[src/rtl/uart_pkg.sv]
// Shared definitions for the UART receiver: FSM state encoding and default frame geometry.
package uart_pkg;

    // Receiver FSM states; BREAK holds off new frames while the line stays low after a framing error.
    typedef enum logic [2:0] {
        ST_IDLE  = 3'd0,
        ST_START = 3'd1,
        ST_DATA  = 3'd2,
        ST_STOP  = 3'd3,
        ST_BREAK = 3'd4
    } state_t;

    localparam int DEFAULT_DATA_BITS  = 8;
    localparam int DEFAULT_OVERSAMPLE = 16;

endpackage

[src/rtl/uart_rx_sync.sv]
// Two-flop synchronizer for the asynchronous serial line; resets to the idle (high) level.
module uart_rx_sync (
    input  logic clk,
    input  logic reset,
    input  logic d,
    output logic q
);

    logic meta_q;
    logic sync_q;

    // Two back-to-back flops; both start at 1 so a reset never looks like a start bit.
    always_ff @(posedge clk or posedge reset) begin
        if (reset) begin
            meta_q <= 1'b1;
            sync_q <= 1'b1;
        end else begin
            meta_q <= d;
            sync_q <= meta_q;
        end
    end

    assign q = sync_q;

endmodule

[src/rtl/uart_rx.sv]
// Oversampling UART receiver: start/data/stop framing, LSB first, no parity,
// with a one-deep output register handed to the consumer over valid/ready.
//
// Output handshake: dout is held stable while rx_valid=1; a byte is consumed on
// any clock edge where rx_valid=1 and rx_ready=1. A frame completing while the
// held byte is unconsumed (and not being consumed in that same cycle) is dropped
// and reported with a one-cycle overrun pulse.
module uart_rx
    import uart_pkg::*;
#(
    parameter int DATA_BITS  = DEFAULT_DATA_BITS,
    parameter int OVERSAMPLE = DEFAULT_OVERSAMPLE
) (
    input  logic                 clk,
    input  logic                 reset,
    input  logic                 os_tick,
    input  logic                 rx,
    output logic [DATA_BITS-1:0] dout,
    output logic                 rx_valid,
    input  logic                 rx_ready,
    output logic                 frame_err,
    output logic                 overrun,
    output logic                 busy,
    output state_t               state_dbg
);

    localparam int CNT_W = $clog2(OVERSAMPLE);
    localparam int BIT_W = $clog2(DATA_BITS + 1);

    localparam logic [CNT_W-1:0] HALF_LAST = CNT_W'(OVERSAMPLE / 2 - 1);
    localparam logic [CNT_W-1:0] FULL_LAST = CNT_W'(OVERSAMPLE - 1);
    localparam logic [BIT_W-1:0] LAST_BIT  = BIT_W'(DATA_BITS - 1);

    logic rx_s;

    state_t               state_q, state_d;
    logic [CNT_W-1:0]     cnt_q, cnt_d;
    logic [BIT_W-1:0]     bit_q, bit_d;
    logic [DATA_BITS-1:0] shift_q, shift_d;
    logic [DATA_BITS-1:0] dout_q, dout_d;
    logic                 valid_q, valid_d;
    logic                 ferr_q, ferr_d;
    logic                 ovr_q, ovr_d;

    uart_rx_sync u_sync (
        .clk   (clk),
        .reset (reset),
        .d     (rx),
        .q     (rx_s)
    );

    // Next-state logic: frame FSM advances only on os_tick; handshake clears valid every cycle.
    always_comb begin
        state_d = state_q;
        cnt_d   = cnt_q;
        bit_d   = bit_q;
        shift_d = shift_q;
        dout_d  = dout_q;
        valid_d = valid_q;
        ferr_d  = 1'b0;
        ovr_d   = 1'b0;

        if (valid_q && rx_ready) begin
            valid_d = 1'b0;
        end

        if (os_tick) begin
            case (state_q)
                ST_IDLE: begin
                    if (!rx_s) begin
                        state_d = ST_START;
                        cnt_d   = '0;
                    end
                end
                ST_START: begin
                    // Mid start bit: a high line here was a glitch, not a frame.
                    if (cnt_q == HALF_LAST) begin
                        cnt_d   = '0;
                        bit_d   = '0;
                        state_d = rx_s ? ST_IDLE : ST_DATA;
                    end else begin
                        cnt_d = cnt_q + 1'b1;
                    end
                end
                ST_DATA: begin
                    if (cnt_q == FULL_LAST) begin
                        cnt_d   = '0;
                        shift_d = {rx_s, shift_q[DATA_BITS-1:1]};
                        bit_d   = bit_q + 1'b1;
                        if (bit_q == LAST_BIT) begin
                            state_d = ST_STOP;
                        end
                    end else begin
                        cnt_d = cnt_q + 1'b1;
                    end
                end
                ST_STOP: begin
                    if (cnt_q == FULL_LAST) begin
                        cnt_d = '0;
                        if (rx_s) begin
                            state_d = ST_IDLE;
                            if (!valid_q || rx_ready) begin
                                dout_d  = shift_q;
                                valid_d = 1'b1;
                            end else begin
                                ovr_d = 1'b1;
                            end
                        end else begin
                            ferr_d  = 1'b1;
                            state_d = ST_BREAK;
                        end
                    end else begin
                        cnt_d = cnt_q + 1'b1;
                    end
                end
                ST_BREAK: begin
                    if (rx_s) begin
                        state_d = ST_IDLE;
                    end
                end
                default: begin
                    state_d = ST_IDLE;
                end
            endcase
        end
    end

    // All receiver state and registered outputs.
    always_ff @(posedge clk or posedge reset) begin
        if (reset) begin
            state_q <= ST_IDLE;
            cnt_q   <= '0;
            bit_q   <= '0;
            shift_q <= '0;
            dout_q  <= '0;
            valid_q <= 1'b0;
            ferr_q  <= 1'b0;
            ovr_q   <= 1'b0;
        end else begin
            state_q <= state_d;
            cnt_q   <= cnt_d;
            bit_q   <= bit_d;
            shift_q <= shift_d;
            dout_q  <= dout_d;
            valid_q <= valid_d;
            ferr_q  <= ferr_d;
            ovr_q   <= ovr_d;
        end
    end

    assign dout      = dout_q;
    assign rx_valid  = valid_q;
    assign frame_err = ferr_q;
    assign overrun   = ovr_q;
    assign busy      = (state_q != ST_IDLE);
    assign state_dbg = state_q;

endmodule

[config.mk]
export PLATFORM = sky130hd
export DESIGN_NAME = uart_rx
export DESIGN_NICKNAME = d
export VERILOG_FILES = /design/src/rtl/uart_pkg.sv /design/src/rtl/uart_rx_sync.sv /design/src/rtl/uart_rx.sv
export SDC_FILE = /design/constraint.sdc
export NUM_CORES = 1
export LEC_CHECK = 0
export ABC_CLOCK_PERIOD_IN_PS = 2300
export CAP_MARGIN = 20
export CORE_MARGIN = 5
export CORE_UTILIZATION = 54
export DETAILED_ROUTE_END_ITERATION = 12
export PLACE_DENSITY = 0.88
export SYNTH_ARGS = -nofsm -noshare
export SYNTH_HDL_FRONTEND = slang
export SYNTH_SLANG_ARGS = --single-unit
export TNS_END_PERCENT = 30
[constraint.sdc]
create_clock -name clk -period 2.3 [get_ports clk]
set_input_delay 0.345 -clock clk [delete_from_list [all_inputs] [get_ports clk]]
set_output_delay 0.345 -clock clk [all_outputs]
set_load 0.03 [all_outputs]
Figure 1. Floorplan with the power grid (run 1).
Pins as bars on the die edge.
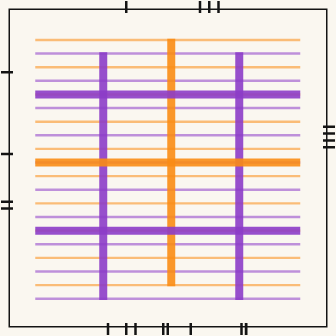
purple -> VSS
orange -> VDD
signal pins = 20
rows = 19
met5 straps = 3
met1 rails = 20

Figure 2. Cells colored by class (run 1).
Bar = 20 um.
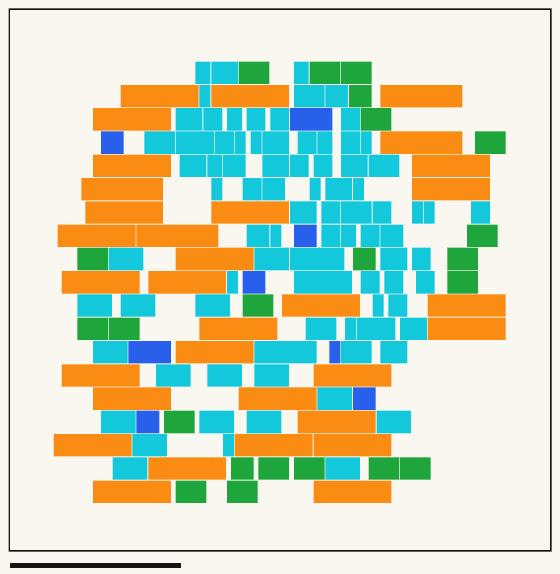
blue -> clock drivers and dummy loads  # cells 8
cyan -> remaining logic cells  # cells 84
orange -> registers  # cells 32
green -> remaining buffers and delay cells  # cells 22
fin util: 65.9%
fraction of standard cell area that is sequential: 44.8%
count of standard-cell rows: 19

Figure 3. Clock distribution (run 1).
Bar = 20 um.
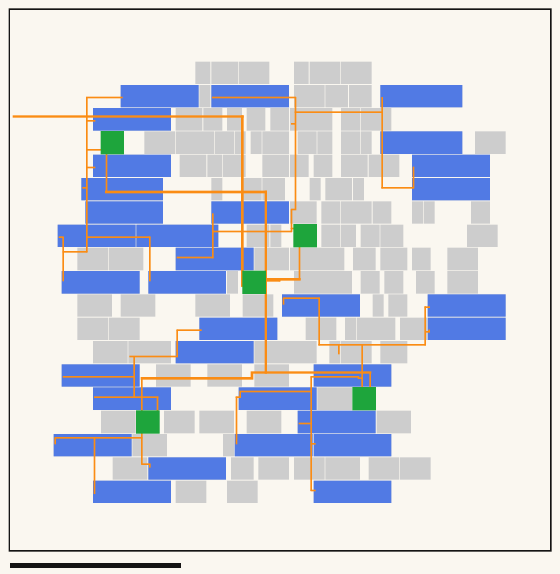
blue -> flip-flops  # count 32
orange -> clock wires  # length 393 um
green -> clock-net drivers  # count 5
routed clock nets = 6

Figure 4. Metal layers overlaid (run 1).
Only two layers are drawn.
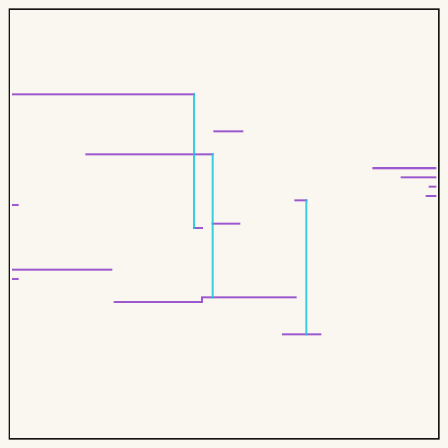
purple -> M3  # wire length 121 um
cyan -> M4  # wire length 60.5 um

[run 1: stage by stage]
stage	cells	instance area, um^2	setup WS [ps]	utilization (%)
5_1_grt	177	1800	74.7	65.9
3_3_place_gp	169	1730	346	63.2
3_5_place_dp	169	1730	286	63.2
4_1_cts	177	1800	71.7	65.8
6_report	177	1800	162	65.9
2_1_floorplan	122	1520	680	-
[run 1: Yosys cell counts, drive strengths merged]
cell	instances
dfrtp	30
mux2	16
nand2b	7
buf	6
inv	5
nand2	5
nor2	5
nand3	4
mux2i	3
a211oi	2
a22o	2
a31oi	2
a41oi	2
and3	2
dfstp	2
ha	2
nand4	2
o2111ai	2
o21ai	2
o22ai	2
or2	2
a21bo	1
a21o	1
a21oi	1
a32oi	1
and2	1
and4	1
and4b	1
nand3b	1
nand4b	1
nor2b	1
nor3b	1
o211ai	1
o21a	1
o21ba	1
o221ai	1
or3b	1
xor2	1
[run 1: state kept, by name, summed over array words and instances, names as in the netlist]
register       count
dout               8
shift_q            8
bit_q              4
cnt_q              4
state_dbg          3
frame_err          1
overrun            1
rx_valid           1
u_sync.meta_q      1
u_sync.q           1
[run 1: routing by layer]
layer	GRT usage [%]	vias to the layer above	share of wire, %
met2	24.9	18	50
met3	6.04	7	4.5
li1	-	493	-
met5	0	-	0
met4	6.37	0	2.2
met1	19.1	521	44
[run 1: final cells by class]
type                            count  area, um^2
Tap cell                           31        38.8
Fill cell                         199         933
Clock buffer                        8        68.8
Timing Repair Buffer               22         213
Inverter                            5        18.8
Multi-Input combinational cell     79         656
Sequential cell                    32         806
[run 1: worst paths after layout]
check,end,slack (ps),cells after the start
worst max register to register,dout[7],440,4
worst min-delay path,u_sync.q,360,0
worst max-delay path,busy,160,3
max in group asynchronous,u_sync.meta_q,1580,3
worst min register to register,u_sync.q,360,0
min in group asynchronous,dout[2],390,3
[run 1: power groups by stage]
| stage | Sequential [uW] | Clock [uW] | Combinational, uW |
|---|---|---|---|
| finish | 800 | 361 | 455 |
| global route | 822 | 398 | 506 |
| CTS | 795 | 374 | 459 |
| detailed placement | 805 | 0 | 456 |
| global placement | 797 | 0 | 435 |
| floorplan | 768 | 0 | 390 |
[run 1: cell families (layout without fill, tap and decap cells)]
kind of cell    after synthesis  count (layout)  share of synthesized area [%]
buf+inv                      11              35                           4.19
flops                        32              32                           52.8
xor+xnor                      1               1                          0.575
fa+ha+maj                     2               2                           1.64
simple gates                 35              35                           15.2
compound gates               22              22                           11.8
mux                          19              19                           13.8
[run 1: worst max-delay path, stage by stage (launching register included)]
cell,delay [ps]
sky130_fd_sc_hd__dfrtp_2,510
sky130_fd_sc_hd__nor2_1,260
sky130_fd_sc_hd__nand2_1,90
sky130_fd_sc_hd__clkdlybuf4s50_1,600
==> results.rst, run 1 <==
Implementation results
======================

.. list-table::
   :header-rows: 1

   * - Metric
     - Value
   * - Status
     - completed
   * - Die boundary width
     - 63.1 um
   * - Proportion of layout cells with a drive suffix above 1
     - 20.5%
   * - Core outline area
     - 2730 um^2
   * - Distinct lib cells
     - 44
   * - Io pins
     - 20
   * - Remaining antenna violation count after routing
     - 0
   * - Final weighted congestion of routability-driven global placement
     - 0.884
   * - Count of unresolved DRC violations after routing
     - 0
   * - Hold slack final
     - 359 ps
   * - Post-CTS sizing
     - 0
   * - Area leader share
     - 49.3%
   * - Yosys stat cell total
     - 122
   * - TNS Setup
     - 0 ps
   * - Total of max-cap violations
     - 0
   * - Top post-synthesis cells by area
     - sky130_fd_sc_hd__dfrtp_1 49%, sky130_fd_sc_hd__mux2_1 6.7%, sky130_fd_sc_hd__mux2_2 5.2%, sky130_fd_sc_hd__dfstp_2 3.5%, sky130_fd_sc_hd__nand2b_1 2.9%
   * - Number of antenna cells inserted
     - 0
   * - Total wire length
     - 2720 um
   * - Router iterations before antenna repair
     - 4
   * - Clock latency on the worst-skew pair
     - 330 ps
   * - Total chip power
     - 1620 uW
   * - Seq pwr share
     - 49.5%
   * - Depth of the CTS H-tree
     - 2
   * - Aggregate global-route resource usage
     - 15.7%
   * - FF-to-FF Start
     - cnt_q[0]
   * - Via count
     - 1039
   * - Stage-log warning count
     - 26
   * - Peak ir drop on the vdd network
     - 782 uV
   * - Fin nets
     - 152
   * - Clock tree sinks
     - 32
   * - Final setup violation count
     - 0
   * - Root buffer cell
     - sky130_fd_sc_hd__clkbuf_4
   * - Data arrival, critical path
     - 1790 ps
   * - Launching element type of the critical path
     - flip-flop
   * - Launch point of the critical path
     - state_dbg[1]
   * - Internal Dissipation
     - 1070 uW
   * - Most common cell after layout, fill and taps aside
     - sky130_fd_sc_hd__dfrtp_1
   * - First-pass GRT wire length
     - 4980 um
   * - Least-Margin Pin Slew
     - 431 ps
   * - Area growth from synthesis to final layout
     - 18.2%
   * - Peak Freq
     - 0.468 GHz
   * - Most instantiated logic cells after routing
     - 28 x sky130_fd_sc_hd__dfrtp_1, 19 x sky130_fd_sc_hd__clkdlybuf4s50_1, 9 x sky130_fd_sc_hd__mux2_1, 7 x sky130_fd_sc_hd__nand2b_1, 7 x sky130_fd_sc_hd__mux2_2
   * - Slew margin rel.
     - 71.3%
   * - Origin of the worst min-delay path
     - u_sync.meta_q
   * - HP Class
     - reg -> reg
   * - Port buffer count
     - 19
   * - Cells after Synth
     - 122
   * - Startpoint-to-endpoint class of the critical path
     - reg -> out
   * - Starting density of the core
     - 55.7%
   * - Yosys warning count
     - 0
   * - Combinational fraction of design power
     - 28.2%
   * - Synth flops
     - 32
   * - Clock slew seen by the registers of the worst setup and hold paths
     - 100 ps
   * - Final Cycle Share
     - 92.9%
   * - Layout Skew
     - 15.2 ps
   * - Number of buffers inserted by hold repair at cts
     - 0
   * - Fraction of power consumed by the clock network
     - 22.3%
   * - Critical Path End Type
     - output port
   * - Postcts setup bufs
     - 0
   * - Total die size
     - 3980 um^2
   * - Sw frac
     - 33.7%
   * - Grt total ovfl
     - 0
   * - Reported leakage power
     - 0.000836 uW
   * - Synth area leader
     - sky130_fd_sc_hd__dfrtp_1
   * - RSZ-0062 raised after global routing
     - no
   * - Number of global-route vias before repair
     - 1102
   * - First DRT Iteration DRCs
     - 33
   * - Vias per inst
     - 5.87
   * - Antenna violations before repair
     - 0
   * - Clock tree from TritonCTS
     - yes
   * - Pin count of the biggest net entering global routing
     - 33
   * - Max-slew violation count
     - 0
   * - Half-perimeter wire length after placement
     - 1970 um
   * - Average cell area after synthesis
     - 12.5 um^2
   * - Period minus WS final
     - 2140 ps
   * - Critical path peak fanout
     - 13
   * - Required time worst endpoint
     - 1960 ps
   * - Hold Fails Final Rpt
     - 0
   * - Floorplan die height
     - 63.1 um
   * - Average wire length per cell after detail routing
     - 15.4 um
   * - Chip Area, Yosys
     - 1520 um^2
   * - Nets at Floorplan
     - 129
Figure 5. Clock routing (run 1).
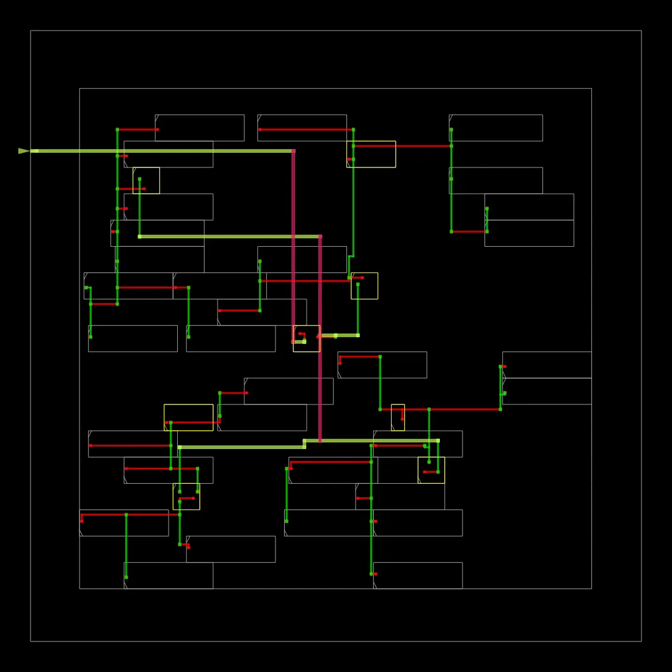

==> run 2: changes to the inputs <==
--- a/config.mk
+++ b/config.mk
@@ -8,10 +8,12 @@
 export ABC_CLOCK_PERIOD_IN_PS = 2300
 export CAP_MARGIN = 20
 export CORE_MARGIN = 5
-export CORE_UTILIZATION = 54
+export CORE_UTILIZATION = 53
 export DETAILED_ROUTE_END_ITERATION = 12
-export PLACE_DENSITY = 0.88
+export PLACE_DENSITY = 0.87
+export REMOVE_ABC_BUFFERS = 1
 export SYNTH_ARGS = -nofsm -noshare
 export SYNTH_HDL_FRONTEND = slang
+export SYNTH_HIERARCHICAL = 1
 export SYNTH_SLANG_ARGS = --single-unit
 export TNS_END_PERCENT = 30
Figure 6. Clock routing (run 2).
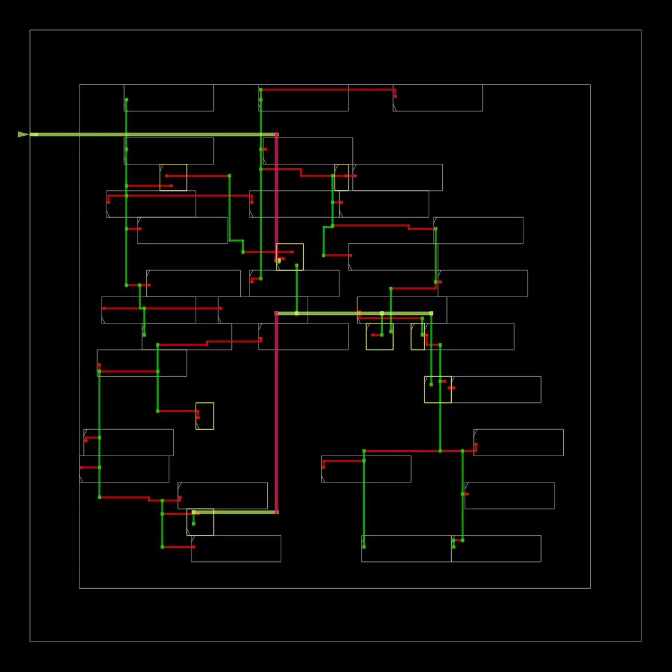
number of clock-tree buffers in the layout: 7
total clock buffers created by CTS: 5
flip-flops: 32
clock tree sinks: 32
clock latency on the worst-skew pair: 330 ps

==> run 2 against run 1 <==
Effect of this change: area after synthesis shrank 3.2%; global-route usage fell by 0.38 points; routed wire length shrank 2.3%; sequential power fell by 9.1%; clock skew rose by 0.81 ps; setup slack improved by 54 ps; critical endpoint unchanged; clock power down 16%; hold slack improved by 1.3 ps.
==> results.rst, run 2 <==
Implementation results
======================

.. list-table::
   :header-rows: 1

   * - Metric
     - Value
   * - Grt total ovfl
     - 0
   * - Seq pwr share
     - 52.4%
   * - HP Class
     - in -> async
   * - Pin count of the biggest net entering global routing
     - 31
   * - Io pins
     - 20
   * - First-pass GRT wire length
     - 4860 um
   * - Most common library cells after synthesis
     - 30 x sky130_fd_sc_hd__dfrtp_1, 17 x sky130_fd_sc_hd__mux2_2, 7 x sky130_fd_sc_hd__inv_1
   * - Chip Area, Yosys
     - 1470 um^2
   * - Internal Dissipation
     - 921 uW
   * - RSZ-0062 raised after global routing
     - no
   * - Distinct lib cells
     - 39
   * - Router iterations before antenna repair
     - 4
   * - # fillers
     - 218
   * - Sw frac
     - 33.6%
   * - Cells along the critical path
     - nor2_1, nand2_1, clkdlybuf4s50_1
   * - Number of antenna cells inserted
     - 0
   * - Launching element type of the critical path
     - flip-flop
   * - Internal reg-to-reg setup slack
     - 380 ps
   * - Vias per inst
     - 5.75
   * - Total wire length
     - 2650 um
   * - Worst R2R Path Depth
     - 4
   * - Dpl cell area
     - 1700 um^2
   * - Count of unresolved DRC violations after routing
     - 0
   * - Cells after Synth
     - 118
   * - Layout Skew
     - 16.0 ps
   * - Crit path max-delay cell type
     - sky130_fd_sc_hd__clkdlybuf4s50_1
   * - Async set-reset flop share out of synthesis
     - 100%
   * - Final weighted congestion of routability-driven global placement
     - 0.793
   * - Yosys warning count
     - 6
   * - Floorplan die height
     - 62.7 um
   * - Register Area
     - 803 um^2
   * - First DRT Iteration DRCs
     - 14
   * - Required time worst endpoint
     - 1960 ps
   * - Area leader share
     - 50.9%
   * - Max-slew violation count
     - 0
   * - TNS Setup
     - 0 ps
   * - R2R Path End
     - shift_q[5]
   * - Yosys stat cell total
     - 118
   * - Worst path setup slack after routing
     - 216 ps
   * - Number of global-route vias before repair
     - 1056
   * - Clock tree from TritonCTS
     - yes
   * - Startpoint-to-endpoint class of the critical path
     - reg -> out
   * - Status
     - completed
   * - Slew margin rel.
     - 72.8%
   * - Worst slack at placement
     - 175 ps
   * - Multi-input logic area
     - 614 um^2
   * - Most common cell after layout, fill and taps aside
     - sky130_fd_sc_hd__dfrtp_1
   * - Die boundary width
     - 62.7 um
   * - Depth of the CTS H-tree
     - 2
   * - Fin nets
     - 149
   * - Postcts setup bufs
     - 0
## run 2: worst max path at each step
stage                      start          to  slack [ps]
floorplan           state_dbg[1]  shift_q[0]         470
global placement         os_tick  shift_q[1]         240
detailed placement       os_tick  shift_q[0]         180
CTS                 state_dbg[1]        busy         210
global route        state_dbg[1]        busy         140
finish              state_dbg[1]        busy         220
## run 2: cell type report
class / count / share of cell area [%]
Clock buffer: 7 / 2.57
Clock inverter: 1 / 0.286
Tap cell: 31 / 2.21
Inverter: 7 / 1.50
Sequential cell: 32 / 45.8
Multi-Input combinational cell: 73 / 35.0
Timing Repair Buffer: 23 / 12.6
## run 2: layer usage
metal	part of all wire [%]	vias up	GRT usage, %	routed length [um]
li1	-	477	-	-
met1	45	492	18.8	1190
met2	49	23	24.2	1290
met3	4.1	8	4.50	108
met4	2.3	0	7.96	62
met5	0	-	0	0
## run 2: logic make-up after synthesis
kind of cell | Yosys count | share of synthesized area [%]
xor gates and xnor gates | 1 | 0.594
AOI/OAI and AO/OA | 20 | 9.59
muxes | 18 | 13.7
buffers and inverters | 13 | 3.82
DFF | 32 | 54.5
and+or+nand+nor | 32 | 16.1
adders and majority gates | 2 | 1.70
## run 2: power by group through the flow
stage / clock network, uW / registers [uW] / logic (uW)
after floorplan: 0 / 737 / 238
after global placement: 0 / 729 / 337
after detailed placement: 0 / 737 / 355
after CTS: 314 / 726 / 357
after global routing: 335 / 743 / 388
final: 305 / 727 / 355
## run 2: per-stage QoR
stage	instances	total power, uW	utilization (%)
final	174	1390	64.7
after global routing	174	1470	64.7
after CTS	174	1400	64.7
after floorplan	112	975	-
after detailed placement	166	1090	62.8
after global placement	166	1070	62.8
## run 2: critical path: cells and delay by family, from the launching register on
kind	cells	cell delay [ps]
flops	1	540
simple gates	2	210
buf+inv	1	660
No activity file was given, so power comes from the tool's default toggle rates.
